--- config.mk ---
export PLATFORM = sky130hd
export DESIGN_NAME = reg_alu_pipe
export DESIGN_NICKNAME = d
export VERILOG_FILES = /design/src/rtl/reg_alu_pipe.sv
export SDC_FILE = /design/constraint.sdc
export NUM_CORES = 2
export LEC_CHECK = 0
export CORE_ASPECT_RATIO = 1.4
export CORE_MARGIN = 1
export CORE_UTILIZATION = 49
export DETAILED_ROUTE_END_ITERATION = 8
export PLACE_DENSITY = 0.65
export SLEW_MARGIN = 20
export SYNTH_ARGS = -nofsm -noshare
export SYNTH_HDL_FRONTEND = slang
export SYNTH_SLANG_ARGS = --single-unit
--- constraint.sdc ---
create_clock -name clk -period 44.5 [get_ports clk]
set_clock_uncertainty 0.1 [all_clocks]
set_input_delay 8.9 -clock clk [delete_from_list [all_inputs] [get_ports clk]]
set_output_delay 8.9 -clock clk [all_outputs]
set_load 0.005 [all_outputs]
--- src/rtl/reg_alu_pipe.sv ---
// reg_alu_pipe: two-stage pipelined register file + ALU.
//   Stage R: combinational operand read (x0 reads as zero), op2 mux, issue
//            handshake; accepted fields/operands latch into stage-E registers.
//   Stage E: ALU execute, register write-back, registered result/eq/out_valid.
// Optional feature macro: FORWARD_EN
//   defined   -> stage-E ALU output is bypassed to stage-R operands, in_ready = !stall
//   undefined -> no bypass; a read-after-write hazard against stage E drops
//                in_ready for one cycle instead (results are identical).
module reg_alu_pipe #(
  parameter int WIDTH   = 32,
  parameter int ADDRESS = 5
) (
  input  logic               clk,
  input  logic               rst,
  input  logic               in_valid,
  output logic               in_ready,
  input  logic [ADDRESS-1:0] rs1,
  input  logic [ADDRESS-1:0] rs2,
  input  logic [ADDRESS-1:0] rd,
  input  logic               reg_write,
  input  logic               alu_src,
  input  logic [2:0]         alu_ctrl,
  input  logic [WIDTH-1:0]   imm,
  input  logic               stall,
  input  logic               flush,
  output logic               out_valid,
  output logic [WIDTH-1:0]   result,
  output logic               eq,
  output logic [WIDTH-1:0]   a0
);

  localparam int NREG = 2 ** ADDRESS;
  localparam int SHW  = $clog2(WIDTH);

  // ALU operation encodings
  localparam logic [2:0] OP_ADD = 3'b000;
  localparam logic [2:0] OP_SUB = 3'b001;
  localparam logic [2:0] OP_AND = 3'b010;
  localparam logic [2:0] OP_OR  = 3'b011;
  localparam logic [2:0] OP_XOR = 3'b100;
  localparam logic [2:0] OP_SLT = 3'b101;
  localparam logic [2:0] OP_SLL = 3'b110;
  localparam logic [2:0] OP_SRL = 3'b111;

  // Handshake: an instruction transfers on a rising edge where
  // in_valid && in_ready. in_ready is combinational and is low while stall
  // is high (and, without bypass, while a hazard against stage E exists);
  // the issuer must hold its fields stable until the transfer edge.

  // Register file and stage-E state
  logic [WIDTH-1:0]   regs_q [NREG];

  logic               e_valid_q, e_valid_d;
  logic [ADDRESS-1:0] e_rd_q,    e_rd_d;
  logic               e_we_q,    e_we_d;
  logic [2:0]         e_ctrl_q,  e_ctrl_d;
  logic [WIDTH-1:0]   e_op1_q,   e_op1_d;
  logic [WIDTH-1:0]   e_op2_q,   e_op2_d;

  logic               out_valid_q, out_valid_d;
  logic [WIDTH-1:0]   result_q,    result_d;
  logic               eq_q,        eq_d;

  // Stage-R operands
  logic [WIDTH-1:0]   op1_rf, regop2_rf;
  logic [WIDTH-1:0]   op1, regop2, op2;

  // Stage-E datapath and control
  logic [WIDTH-1:0]   alu_out;
  logic               e_eq;
  logic               e_writes;
  logic               accept;
  logic               retire;
  logic               wr_en;

  // Stage E holds an instruction that will (unless flushed) write a real register
  assign e_writes = e_valid_q && e_we_q && (e_rd_q != '0);

  // Register-file read; x0 is forced to zero regardless of storage contents
  always_comb begin
    op1_rf    = '0;
    regop2_rf = '0;
    if (rs1 != '0) op1_rf    = regs_q[rs1];
    if (rs2 != '0) regop2_rf = regs_q[rs2];
  end

`ifdef FORWARD_EN
  logic fwd_ok;
  // A flushed stage-E instruction is dead and must not leak its value
  assign fwd_ok = e_writes && !flush;

  // Operand select with bypass of the live stage-E ALU output
  always_comb begin
    op1    = op1_rf;
    regop2 = regop2_rf;
    if (fwd_ok && (rs1 == e_rd_q)) op1    = alu_out;
    if (fwd_ok && (rs2 == e_rd_q)) regop2 = alu_out;
  end

  assign in_ready = !stall;
`else
  logic hazard;

  // Operands come straight from the register file
  always_comb begin
    op1    = op1_rf;
    regop2 = regop2_rf;
  end

  // Dependent issue waits one cycle for stage E to write back
  assign hazard   = in_valid && e_writes &&
                    ((rs1 == e_rd_q) || ((rs2 == e_rd_q) && !alu_src));
  assign in_ready = !stall && !hazard;
`endif

  assign op2    = alu_src ? imm : regop2;
  assign accept = in_valid && in_ready;

  // Stage-E ALU; shifts use only the low log2(WIDTH) bits of op2
  always_comb begin
    alu_out = '0;
    case (e_ctrl_q)
      OP_ADD:  alu_out = e_op1_q + e_op2_q;
      OP_SUB:  alu_out = e_op1_q - e_op2_q;
      OP_AND:  alu_out = e_op1_q & e_op2_q;
      OP_OR:   alu_out = e_op1_q | e_op2_q;
      OP_XOR:  alu_out = e_op1_q ^ e_op2_q;
      OP_SLT:  alu_out = {{(WIDTH-1){1'b0}}, ($signed(e_op1_q) < $signed(e_op2_q))};
      OP_SLL:  alu_out = e_op1_q << e_op2_q[SHW-1:0];
      OP_SRL:  alu_out = e_op1_q >> e_op2_q[SHW-1:0];
      default: alu_out = '0;
    endcase
  end

  assign e_eq = (e_op1_q == e_op2_q);

  // flush kills the stage-E instruction ahead of its retire
  assign retire = e_valid_q && !stall && !flush;
  assign wr_en  = retire && e_we_q && (e_rd_q != '0);

  // Next-state for stage E and the registered outputs; everything holds on stall
  always_comb begin
    e_valid_d   = e_valid_q;
    e_rd_d      = e_rd_q;
    e_we_d      = e_we_q;
    e_ctrl_d    = e_ctrl_q;
    e_op1_d     = e_op1_q;
    e_op2_d     = e_op2_q;
    out_valid_d = out_valid_q;
    result_d    = result_q;
    eq_d        = eq_q;
    if (!stall) begin
      e_valid_d = accept;
      if (accept) begin
        e_rd_d   = rd;
        e_we_d   = reg_write;
        e_ctrl_d = alu_ctrl;
        e_op1_d  = op1;
        e_op2_d  = op2;
      end
      out_valid_d = retire;
      if (retire) begin
        result_d = alu_out;
        eq_d     = e_eq;
      end
    end
  end

  // Stage-E and output registers
  always_ff @(posedge clk or posedge rst) begin
    if (rst) begin
      e_valid_q   <= 1'b0;
      e_rd_q      <= '0;
      e_we_q      <= 1'b0;
      e_ctrl_q    <= '0;
      e_op1_q     <= '0;
      e_op2_q     <= '0;
      out_valid_q <= 1'b0;
      result_q    <= '0;
      eq_q        <= 1'b0;
    end else begin
      e_valid_q   <= e_valid_d;
      e_rd_q      <= e_rd_d;
      e_we_q      <= e_we_d;
      e_ctrl_q    <= e_ctrl_d;
      e_op1_q     <= e_op1_d;
      e_op2_q     <= e_op2_d;
      out_valid_q <= out_valid_d;
      result_q    <= result_d;
      eq_q        <= eq_d;
    end
  end

  // Register file write-back from stage E
  always_ff @(posedge clk or posedge rst) begin
    if (rst) begin
      for (int i = 0; i < NREG; i++) regs_q[i] <= '0;
    end else if (wr_en) begin
      regs_q[e_rd_q] <= alu_out;
    end
  end

  assign out_valid = out_valid_q;
  assign result    = result_q;
  assign eq        = eq_q;

  // a0 (x10) only exists when there are at least 16 registers
  generate
    if (ADDRESS >= 4) begin : g_a0
      assign a0 = regs_q[10];
    end else begin : g_no_a0
      assign a0 = '0;
    end
  endgenerate

endmodule

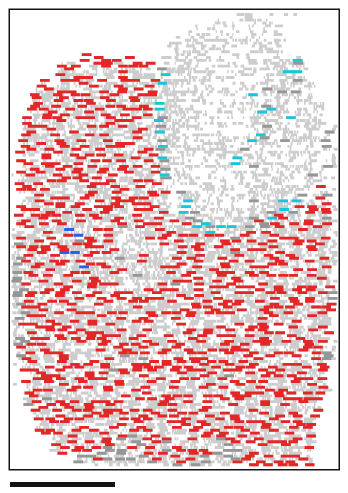
*Register map, names as in the netlist*
The bar under the picture is 100 um long. Other sequential cells in the stronger gray, the rest of the logic in the fainter gray.
| color | netlist name | sequential cells |
|---|---|---|
| red | `regs_q` | 992 |
| cyan | `e_op1_q` | 32 |
| blue | `e_rd_q` | 5 |
not colored: 103

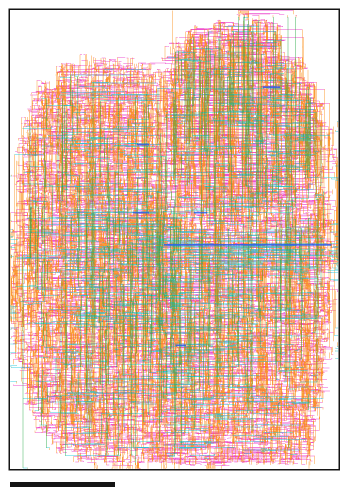
*Wiring by layer*
The bar under the picture is 100 um long.
| color | layer | wire length |
|---|---|---|
| orange | metal 2 | 114 mm |
| green | metal 4 | 21.4 mm |
| magenta | metal 1 | 94.4 mm |
| blue | metal 5 | 215 um |
| cyan | metal 3 | 23.5 mm |

==> flow_summary.json <==
{
  "status": "finished clean",
  "cts_made_buffers": 114,
  "worstMarginPinSlew_ns": 1.27,
  "slew_violations": 0,
  "finalSetupTns_ns": 0,
  "nClkBuffers": 163,
  "crit_path_end_kind": "output pin",
  "ys_types": 82,
  "numSynthFlops": 1132,
  "logic_gate_count": 4608,
  "yosys_cells": 6515,
  "clockBufferDepth": 3,
  "cts_tree": "done",
  "p_comb_w": 0.000638,
  "first_pass_iters": 8,
  "synthSimpleGateAreaFrac": 0.103,
  "register_area_mm2": 0.0283,
  "fmaxAchievable_mhz": 49.7,
  "overflow": 0,
  "syn2layout_area_growth_pct": 10.1,
  "r2r-end": "regs_q[857]$_DFFE_PP0P_",
  "inverters": 105,
  "crit_end": "in_ready",
  "p_per_area_mw_per_mm2": 39.3,
  "postCtsSetupBuffers": 0,
  "tapCellCount": 1760,
  "grt_max_degree": 175,
  "worstPathMaxFanout": 67,
  "reg2reg_from": "e_op2_q[1]$_DFFE_PP0P_",
  "yosysWarnings": 0,
  "setup_viol": 0,
  "portBuffers": 123,
  "internal_power_w": 0.00192,
  "top_cells_by_count": "dfrtp_1, nand2_1, o21ai_0",
  "grt_first_pass_wirelength_um": 370000,
  "top_logic_kind": "multiplexers",
  "crit_type": "in2out",
  "antenna_cells": 1,
  "place_ws_ns": 24.55,
  "cp_cell_sequence": "buf_8, xnor2_1, nand3_1, o31ai_1, a21oi_1, clkdlybuf4s50_1",
  "power_w": 0.00285,
  "syn_inst": 6515,
  "edf_count": 0,
  "min_delay_path_depth": 0,
  "ctsHoldBuffers": 0,
  "layout.cells.most_common": "dfrtp_1",
  "ys_sh_mux": 0.233,
  "hold_class": "reg2reg",
  "dpl-instance-area_mm2": 0.0683,
  "ff_type": "dfrtp_1",
  "top_layer": "met5",
  "tool_warnings": 104,
  "post_cts_resized": 0,
  "period_used_share": 0.452,
  "ctsHtreeMaxLevel": 3,
  "mostFrequentLayoutCells": "dfrtp_1, nand2_1, o21ai_0, a21oi_1, nor2_1",
  "r2r_slack_ns": 39.05,
  "clk_pin_slew_ns": 0.06,
  "final-hold-violation-count": 0,
  "area_share_nonclk_buffers": 0.0352,
  "startpoint": "rs1[1]",
  "ys_async_sr_fraction": 1.00,
  "route.detailed.drc": 0,
  "drt_iter0_markers": 6683,
  "setup_ws_ns": 24.40,
  "syn_area_mm2": 0.0657,
  "logic_area_mm2": 0.0349,
  "clock_sinks": 1132,
  "maxSlewHeadroom": 0.156,
  "worstHoldStart": "regs_q[1018]$_DFFE_PP0P_",
  "gp_congestion": 1.00,
  "cap_violations": 0,
  "p_seq_frac": 0.411,
  "busiest_layer": "met2",
  "leakagePower_nw": 30.8,
  "p_switching_w": 0.000930,
  "die-area_mm2": 0.136,
  "biggestCellCategory": "multi-input combinational cells",
  "switching_share": 0.327,
  "largest_reg_flops": 992,
  "worstPathRequired_ns": 35.50,
  "antenna_found_initial": 10,
  "syn_area_per_cell_um2": 10.1,
  "synth-compound-area-share": 0.162,
  "clockPowerShare": 0.365,
  "hpwl_um": 166000,
  "cp.arrival_ns": 11.10,
  "synth_seq_share": 0.431,
  "fillers": 11800,
  "comb_power_share": 0.224,
  "regMostFlops": "regs_q",
  "clk-power_w": 0.00104,
  "seq-power_w": 0.00117,
  "fin_cells": 8105,
  "critPathBufInv": 2,
  "met1_usage": 0.474,
  "nNetsFinal": 6404,
  "top_cell_area_share": 0.431,
  "cts_root_buf": "clkbuf_16",
  "buffers_excl_clock": 287,
  "grt_pass1_vias": 53600,
  "ios": 124,
  "topCellsByArea": "dfrtp_1, mux4_2, o21ai_0",
  "synthAdderAreaFrac": 0.0191,
  "grt.met3_usage": 0.0751,
  "worstSetupStartpointType": "input port",
  "ys_area_mm2": 0.0657,
  "vdd_drop_max_uv": 34.1,
  "holdWs_ns": 0.294,
  "hold_end": "regs_q[1018]$_DFFE_PP0P_",
  "clockNetworkAreaShare": 0.0557,
  "synth-xor-area-share": 0.00426,
  "gr-usage-all-layers": 0.373,
  "comb_area_frac": 0.482,
  "most_common_cell": "dfrtp_1",
  "drive_above_1_share": 0.173,
  "slowest_delay_ns": 0.63,
  "wl_met3_um": 23500,
  "fin_crit_ns": 20.10,
  "vias_per_cell": 6.72,
  "slowest_stage": "clkdlybuf4s50_1",
  "flops": 1132,
  "met2_length_um": 114000,
  "rsz0062_at_grt": "false",
  "clock_latency_ns": 0.78,
  "syn-num-nets": 6671,
  "ant_nets": 0,
  "cpLargestDelayFamily": "buffers and inverters",
  "via_count": 54500,
  "wl_per_cell_um": 31.3,
  "post-synth-top-area-cell": "dfrtp_1",
  "power_leader": "sequential cells",
  "drt-total-wl_um": 254000,
  "initCoreUtil": 0.495,
  "met1Wirelength_um": 94400,
  "grt_util_met2": 0.566,
  "reg2reg_depth": 11,
  "placed_cells": 7891,
  "die_h_um": 435,
  "cp.depth": 6
}
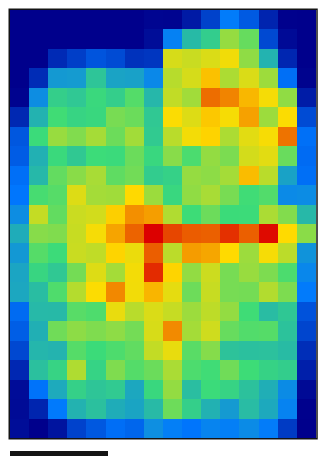
*Signal metal coverage by tile*
The bar under the picture is 100 um long. The die is cut into 16 by 22 equal tiles; dark blue is low, red is high, scaled to the fullest tile. Values are wire area over tile area, all layers added.
mean over tiles: 0.33
tiles over half the peak: 51%
densest ninth of the die: center
emptiest ninth of the die: upper left

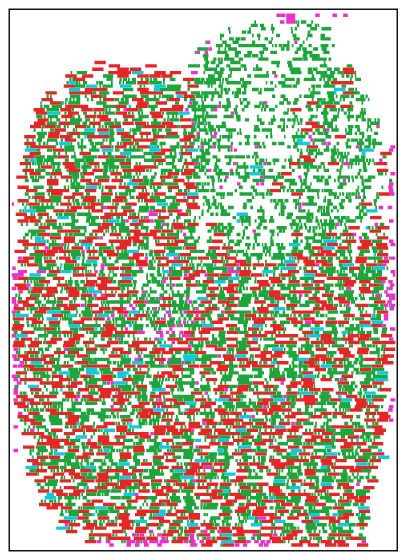
*Cell classes on the final placement*
| color | class | cells | share of their area |
|---|---|---|---|
| magenta | remaining buffers and delay cells | 287 | 3.6% |
| green | combinational and other logic | 4713 | 50% |
| red | sequential cells | 1132 | 40% |
| cyan | clock drivers and dummy loads | 212 | 5.7% |
Layout Utilization: 0.545
Core Footprint: 0.133 mm^2
FP Rows: 158
Seq area share: 0.391
final instance area: 0.0724 mm^2

